==> run_1/m1.png <==
The bar under the picture is 10 µm long.
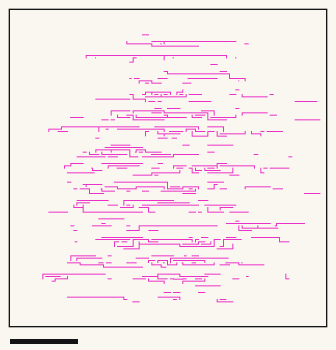
==> run_1/clock_nets.png <==
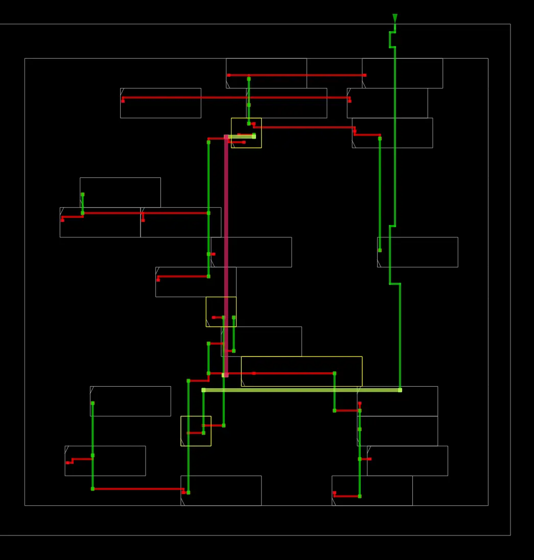
==> run_1/ff_map.png <==
The bar under the picture is 10 µm long. Other sequential cells in the stronger grey, the rest of the logic in the fainter grey.
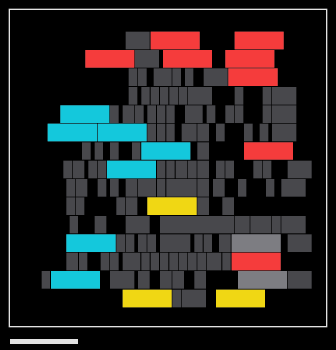
==> run_1/pinout.png <==
The bar under the picture is 10 µm long. Pins as bars across the die edge, other pins in grey.
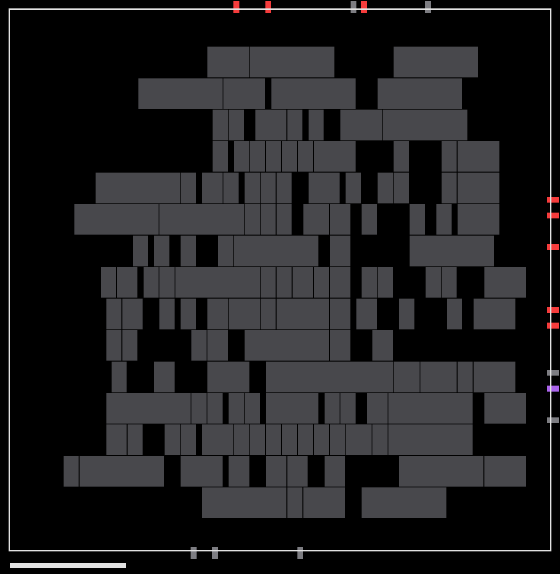
## src/rtl/sipo_pkg.sv

```systemverilog
// rtl/sipo_pkg.sv - shared constants and helpers for the serial-to-parallel deserializer
//
// Holds the default word width, the derived bit-counter width and the
// bit-order selector values used by sipo_shift_reg and sipo_deserializer.
package sipo_pkg;

    localparam int DEFAULT_WIDTH   = 8;

    // Bit-order selector values for the MSB_FIRST parameter.
    localparam int MSB_FIRST_ORDER = 1;
    localparam int LSB_FIRST_ORDER = 0;

    // Counter width for the default word width.
    localparam int CNT_W           = $clog2(DEFAULT_WIDTH);

    // Counter width for an arbitrary word width; never narrower than one bit.
    function automatic int cnt_width(input int width);
        return (width < 2) ? 1 : $clog2(width);
    endfunction

endpackage

```

## src/rtl/sipo_shift_reg.sv

```systemverilog
// rtl/sipo_shift_reg.sv - bit counter and shift register assembling serial bits into words
//
// Ports:
//   clk        rising-edge clock
//   reset      synchronous active-high reset, clears counter and shift register
//   din        serial data bit
//   din_valid  din is accepted on this edge
//   align      discard any partial word; a bit accepted on the same edge starts a new word
//   word       the shift-register contents including the bit being accepted this cycle
//   word_done  high in the cycle whose accepted bit completes a word; word is then complete
module sipo_shift_reg
    import sipo_pkg::*;
#(
    parameter int WIDTH     = DEFAULT_WIDTH,
    parameter int MSB_FIRST = MSB_FIRST_ORDER
) (
    input  logic             clk,
    input  logic             reset,
    input  logic             din,
    input  logic             din_valid,
    input  logic             align,
    output logic [WIDTH-1:0] word,
    output logic             word_done
);

    localparam int CW = cnt_width(WIDTH);
    localparam logic [CW-1:0] LAST_BIT = CW'(WIDTH - 1);

    logic [CW-1:0]    cnt_q;
    logic [CW-1:0]    cnt_base;
    logic [CW-1:0]    cnt_next;
    logic [WIDTH-1:0] sr_q;
    logic [WIDTH-1:0] sr_base;
    logic [WIDTH-1:0] sr_next;

    // align acts as if the counter and register were already empty, so a bit
    // arriving together with align lands as the first bit of a fresh word.
    always_comb begin
        cnt_base = align ? '0 : cnt_q;
        sr_base  = align ? '0 : sr_q;

        if (MSB_FIRST != 0) begin
            // Shift toward the MSB: after WIDTH bits the first one sits in WIDTH-1.
            sr_next = {sr_base[WIDTH-2:0], din};
        end else begin
            // Shift toward the LSB: after WIDTH bits the first one sits in bit 0.
            sr_next = {din, sr_base[WIDTH-1:1]};
        end

        word_done = din_valid && (cnt_base == LAST_BIT);
        cnt_next  = word_done ? '0 : cnt_base + CW'(1);
        word      = sr_next;
    end

    always_ff @(posedge clk) begin
        if (reset) begin
            cnt_q <= '0;
            sr_q  <= '0;
        end else if (din_valid) begin
            cnt_q <= cnt_next;
            sr_q  <= sr_next;
        end else if (align) begin
            cnt_q <= '0;
            sr_q  <= '0;
        end
    end

endmodule

```

## src/rtl/sipo_deserializer.sv

```systemverilog
// rtl/sipo_deserializer.sv - serial-in parallel-out deserializer with valid/ready output and overrun flag
//
// Ports:
//   clk        rising-edge clock
//   reset      synchronous active-high reset
//   din        serial data bit from the upstream flip-flop stage
//   din_valid  qualifies din; every valid bit is accepted (no serial back-pressure)
//   align      discards any partial word; does not touch the output handshake
//   out_ready  downstream accepts out_data this cycle
//   out_data   assembled word, held stable while out_valid=1 and out_ready=0
//   out_valid  out_data holds an unconsumed word
//   overrun    one-cycle pulse when a completed word is dropped
module sipo_deserializer
    import sipo_pkg::*;
#(
    parameter int WIDTH     = DEFAULT_WIDTH,
    parameter int MSB_FIRST = MSB_FIRST_ORDER
) (
    input  logic             clk,
    input  logic             reset,
    input  logic             din,
    input  logic             din_valid,
    input  logic             align,
    input  logic             out_ready,
    output logic [WIDTH-1:0] out_data,
    output logic             out_valid,
    output logic             overrun
);

    logic [WIDTH-1:0] word;
    logic             word_done;

    sipo_shift_reg #(
        .WIDTH     (WIDTH),
        .MSB_FIRST (MSB_FIRST)
    ) u_shift_reg (
        .clk       (clk),
        .reset     (reset),
        .din       (din),
        .din_valid (din_valid),
        .align     (align),
        .word      (word),
        .word_done (word_done)
    );

    // A completed word may be loaded when the output slot is empty or is being
    // emptied on this same edge; the latter keeps out_valid high with no bubble.
    // Otherwise the new word is dropped and the held word stays untouched.
    always_ff @(posedge clk) begin
        if (reset) begin
            out_data  <= '0;
            out_valid <= 1'b0;
            overrun   <= 1'b0;
        end else begin
            overrun <= 1'b0;
            if (word_done) begin
                if (!out_valid || out_ready) begin
                    out_data  <= word;
                    out_valid <= 1'b1;
                end else begin
                    overrun <= 1'b1;
                end
            end else if (out_valid && out_ready) begin
                out_valid <= 1'b0;
            end
        end
    end

endmodule

```

## config.mk

```make
export PLATFORM = sky130hd
export DESIGN_NAME = sipo_deserializer
export DESIGN_NICKNAME = d
export VERILOG_FILES = /design/src/rtl/sipo_pkg.sv /design/src/rtl/sipo_shift_reg.sv /design/src/rtl/sipo_deserializer.sv
export SDC_FILE = /design/constraint.sdc
export NUM_CORES = 1
export LEC_CHECK = 0
export ABC_AREA = 1
export CAP_MARGIN = 20
export CORE_MARGIN = 2
export CORE_UTILIZATION = 46
export DETAILED_ROUTE_END_ITERATION = 12
export PLACE_DENSITY = 0.84
export SLEW_MARGIN = 30
export SYNTH_ARGS = -nofsm -noshare
export SYNTH_HDL_FRONTEND = slang
export SYNTH_SLANG_ARGS = --single-unit
```

## constraint.sdc

```tcl
create_clock -name clk -period 3.8 [get_ports clk]
set_input_delay 0.95 -clock clk [delete_from_list [all_inputs] [get_ports clk]]
set_output_delay 0.95 -clock clk [all_outputs]
set_load 0.05 [all_outputs]
```

==> results.rst, run 1 <==
Run summary
-----------

.. list-table::
   :header-rows: 1

   * - Metric
     - Value
   * - Vias per cell
     - 4.64
   * - Number of synthesized flops with an enable pin
     - 0
   * - Met3 demand-to-capacity share in global routing
     - 0.0471
   * - Rel. slew slack
     - 0.669
   * - Setup ws final
     - 1.31 ns
   * - Worst-path maximum fanout
     - 6
   * - Gp weighted congestion
     - 0.848
   * - Area share of xor/xnor cells in the synthesized design
     - 0
   * - Post-layout minimum cycle time
     - 2.49 ns
   * - Routed length on met2
     - 868 µm
   * - Number of maximum-capacitance constraint violations
     - 0
   * - Nets
     - 146
   * - Power density over the cells
     - 394 nW/µm²
   * - Final cell count without fillers
     - 162
   * - Met3 wirelength from detailed routing
     - 69 µm
   * - Unrepaired setup endpoints after global routing
     - false
   * - Sequential cell power
     - 0.215 mW
   * - Post-place setup slack
     - 0.991 ns
   * - Run status
     - completed
   * - Fraction of registers with async set/reset
     - 0
   * - Worst hold path class
     - flip-flop to flip-flop
   * - Power consumed by combinational cells
     - 0.0279 mW
   * - ANT nets after route
     - 0
   * - H-tree lvl count
     - 1
   * - Antenna fix cells
     - 0
   * - Top cells, area
     - sky130_fd_sc_hd__dfxtp_1 48%, sky130_fd_sc_hd__nor2_1 16%, sky130_fd_sc_hd__nand2_1 8.5%
   * - # Post-CTS Setup Buffers
     - 0
   * - Max FFs per register
     - 8
   * - CTS clock-pin slew for the worst setup and hold paths
     - 0.12 ns
   * - Clock tree root buffer cell
     - sky130_fd_sc_hd__clkbuf_4
   * - Most repeated cell in the gate-level netlist after synthesis
     - sky130_fd_sc_hd__nor2_1
   * - Worst stage delay on the critical path
     - 0.58 ns
   * - Fraction of the mapped netlist area in adder cells
     - 0.0299
   * - Largest Register
     - out_data
   * - Total count of hold-check failures in the final report
     - 0
   * - Critical path arrival
     - 2.71 ns
   * - Post-DP HPWL
     - 1210 µm
   * - CTS Hold Bufs
     - 0
   * - Least-Margin Pin Slew
     - 0.494 ns
   * - Mapped cell area
     - 837 µm²
   * - Most common cell on crit path
     - sky130_fd_sc_hd__nand2_1
   * - Post-synth top area cell
     - sky130_fd_sc_hd__dfxtp_1
   * - Post-route design area
     - 1060 µm²
   * - Post-Place Cell Area
     - 1010 µm²
   * - Clock buffers created by TritonCTS
     - 3
   * - Yosys cell count
     - 120
   * - DP Cell Count
     - 158
   * - Critical path required time
     - 4.02 ns
   * - RR Endpoint
     - out_data[1]
## Picture notes: m1.png
share of all routed wire: 43%
main direction: horizontal
wire length on this layer: 717 µm
nets with wire on the layer: 129
longest straight run: 20.7 µm
met1 track utilization from global routing: 0.204
count of vias placed by the detailed router: 751

## Picture notes: clock_nets.png
Latency at later pin: 0.31 ns
setup clock skew after layout: 0.0111 ns
power in the clock group: 0.175 mW
total number of clock tree sinks: 20

## Picture notes: ff_map.png
| colour | signal | flops |
|---|---|---|
| red | out_data | 8 |
| yellow | u_shift_reg.cnt_q | 3 |
| cyan | u_shift_reg.sr_q | 7 |

## Picture notes: pinout.png
| colour | port | pins | direction | edge |
|---|---|---|---|---|
| purple | out_valid | 1 | output | right |
| red | out_data | 8 | output | 5 right, 3 top |
all pins by edge: 8 right, 5 top, 3 bottom
overall die width: 46.7 µm
height of the die: 46.7 µm
number of I/O port buffers: 15

[run 1: layout make-up]
class | count | area, µm²
Clock buffer | 3 | 22.5
Clock inverter | 1 | 30.0
Fill cell | 166 | 666
Inverter | 18 | 68.8
Multi-Input combinational cell | 80 | 358
Sequential cell | 20 | 400
Tap cell | 25 | 31.3
Timing Repair Buffer | 15 | 150
[run 1: how the worst max path moves through the flow]
stage	endpoint	slack [ns]	start	cells after the start
2_1_floorplan	out_data[1]	1.77	align	11
3_3_place_gp	out_data[4]	1.06	align	12
3_5_place_dp	out_data[1]	0.99	align	12
4_1_cts	out_data[1]	1.31	align	12
5_1_grt	out_data[4]	1.17	align	12
6_report	out_data[1]	1.31	align	12
==> run_1/route_heat.png <==
The bar under the picture is 10 µm long. 9 x 9 tiles, from dark blue (low) to red (high), scaled to the fullest tile. Values are wire area over tile area, all layers added.
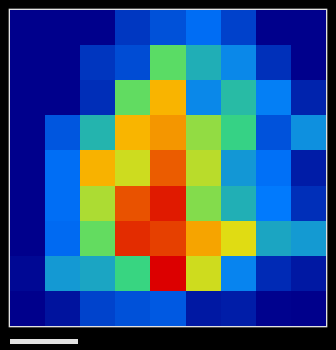

==> run 2, diff against run 1 <==
- clock period: 3.8 -> 2.45 ns (I/O delays scaled with it)
==> run_2/route_heat.png <==
The bar under the picture is 10 µm long. 9 x 9 tiles, from dark blue (low) to red (high), scaled to the fullest tile. Values are wire area over tile area, all layers added.
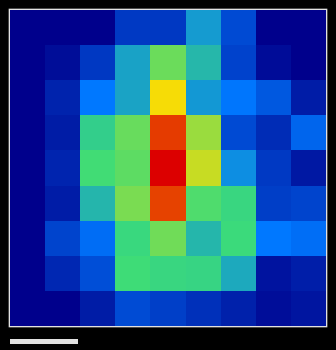
mean over tiles: 0.12
nearly empty tiles: 19%
densest ninth of the die: centre
tiles over half the peak: 17%
Total Routing Usage GR: 0.176
count of vias placed by the detailed router: 756
Total Routed Length: 1610 µm
average wire length per cell after detail routing: 9.80 µm

==> run 2 against run 1 <==
Against the previous run: cell count grew 1.2%; sequential share of layout area hardly changed; register-to-register slack got worse by 1.4 ns; via count is 0.67% higher; largest power group unchanged.
==> results.rst, run 2 <==
Run summary
-----------

.. list-table::
   :header-rows: 1

   * - Metric
     - Value
   * - Post-route design area
     - 1060 µm²
   * - Routed length on met2
     - 773 µm
   * - Latency at later pin
     - 0.30 ns
   * - Tally of clock buffers in the finished layout
     - 4
   * - Most repeated cell in the gate-level netlist after synthesis
     - sky130_fd_sc_hd__nor2_1
   * - Run status
     - completed
   * - Rel. slew slack
     - 0.664
   * - Setup clock skew after layout
     - 0.00566 ns
   * - Setup ws final
     - 0.317 ns
   * - Max FFs per register
     - 8
   * - Critical path endpoint
     - out_valid
   * - Clock tree root buffer cell
     - sky130_fd_sc_hd__clkbuf_4
   * - Power density over the cells
     - 535 nW/µm²
   * - Number of synthesized flops with an enable pin
     - 0
   * - Footprint of the multi-input gates
     - 358 µm²
   * - Total count of hold-check failures in the final report
     - 0
   * - Non-clock buffer contribution to total cell area
     - 0.156
   * - Least-Margin Pin Slew
     - 0.503 ns
   * - Worst hold path class
     - flip-flop to flip-flop
   * - Clock buffers created by TritonCTS
     - 3
   * - Storage cell area
     - 400 µm²
   * - Proportion of layout cells with a drive suffix above 1
     - 0.108
   * - Critical path required time
     - 1.84 ns
   * - Worst stage delay on the critical path
     - 0.82 ns
   * - Met3 demand-to-capacity share in global routing
     - 0.0235
   * - Layout sequential cell count
     - 20
   * - CTS clock-pin slew for the worst setup and hold paths
     - 0.11 ns
   * - Leading cell types in the layout, fill and taps excluded
     - 35 x sky130_fd_sc_hd__nor2_1, 20 x sky130_fd_sc_hd__dfxtp_1, 19 x sky130_fd_sc_hd__nand2_1, 15 x sky130_fd_sc_hd__clkdlybuf4s50_1, 13 x sky130_fd_sc_hd__inv_1
   * - Final cell count without fillers
     - 164
   * - Critical Path Stages
     - 1
   * - DP Cell Count
     - 160
   * - First element of the critical path
     - out_valid
   * - Met3 wirelength from detailed routing
     - 63 µm
   * - Overall die width
     - 46.7 µm
   * - Number of maximum-capacitance constraint violations
     - 0
   * - Largest cell class by area
     - flip-flops and latches
   * - Bufs w/o clock
     - 17
   * - Number of I/O port buffers
     - 15
   * - Met1 track utilization from global routing
     - 0.220
   * - Yosys cell count
     - 120
   * - Post-Place Cell Area
     - 1020 µm²
   * - Post-place setup slack
     - 0.0794 ns
   * - H-tree lvl count
     - 1
   * - TritonCTS clock tree
     - done
   * - Post-layout minimum cycle time
     - 2.13 ns
   * - Layout fillers
     - 163
   * - Count of multi-input gates
     - 80
   * - Largest Register
     - out_data
   * - Height of the die
     - 46.7 µm
   * - Count of inverters other than clock inverters in the layout
     - 18
   * - CTS Hold Bufs
     - 0
   * - Sequential cell fraction of total power
     - 0.590
   * - Fraction of registers with async set/reset
     - 0
   * - Vias per cell
     - 4.61
   * - Critical path arrival
     - 1.52 ns
   * - Share of final layout cell area taken by clock buffers and inverters
     - 0.0342
   * - Share of cell area taken by multi-input logic gates
     - 0.338
   * - Layer with the highest usage after global routing
     - met2
   * - RR Endpoint
     - out_data[6]
   * - Top cells, area
     - sky130_fd_sc_hd__dfxtp_1 48%, sky130_fd_sc_hd__nor2_1 16%, sky130_fd_sc_hd__nand2_1 8.5%
   * - Gp weighted congestion
     - 0.856
   * - ANT nets after route
     - 0
[run 2: cell counts after synthesis]
No cell type changed its count.
[run 2: power groups by stage]
| stage | sequential [mW] | clock [mW] | combinational [mW] |
|---|---|---|---|
| 6_report | 0.334 | 0.187 | 0.0453 |
| 5_1_grt | 0.335 | 0.209 | 0.0511 |
| 4_1_cts | 0.334 | 0.189 | 0.0451 |
| 3_5_place_dp | 0.342 | 0 | 0.0449 |
| 3_3_place_gp | 0.341 | 0 | 0.0440 |
| 2_1_floorplan | 0.341 | 0 | 0.0265 |
[run 2: logic make-up (layout without fill, tap and decap cells)]
family                     after synthesis  count (layout)  share of synthesized area
AOI/OAI and AO/OA                       12              12                     0.0762
adders and majority gates                2               2                     0.0299
buffers and inverters                   20              39                     0.0942
DFF                                     20              20                      0.478
and+or+nand+nor                         66              66                      0.321
No activity file was given, so power comes from the tool's default toggle rates.
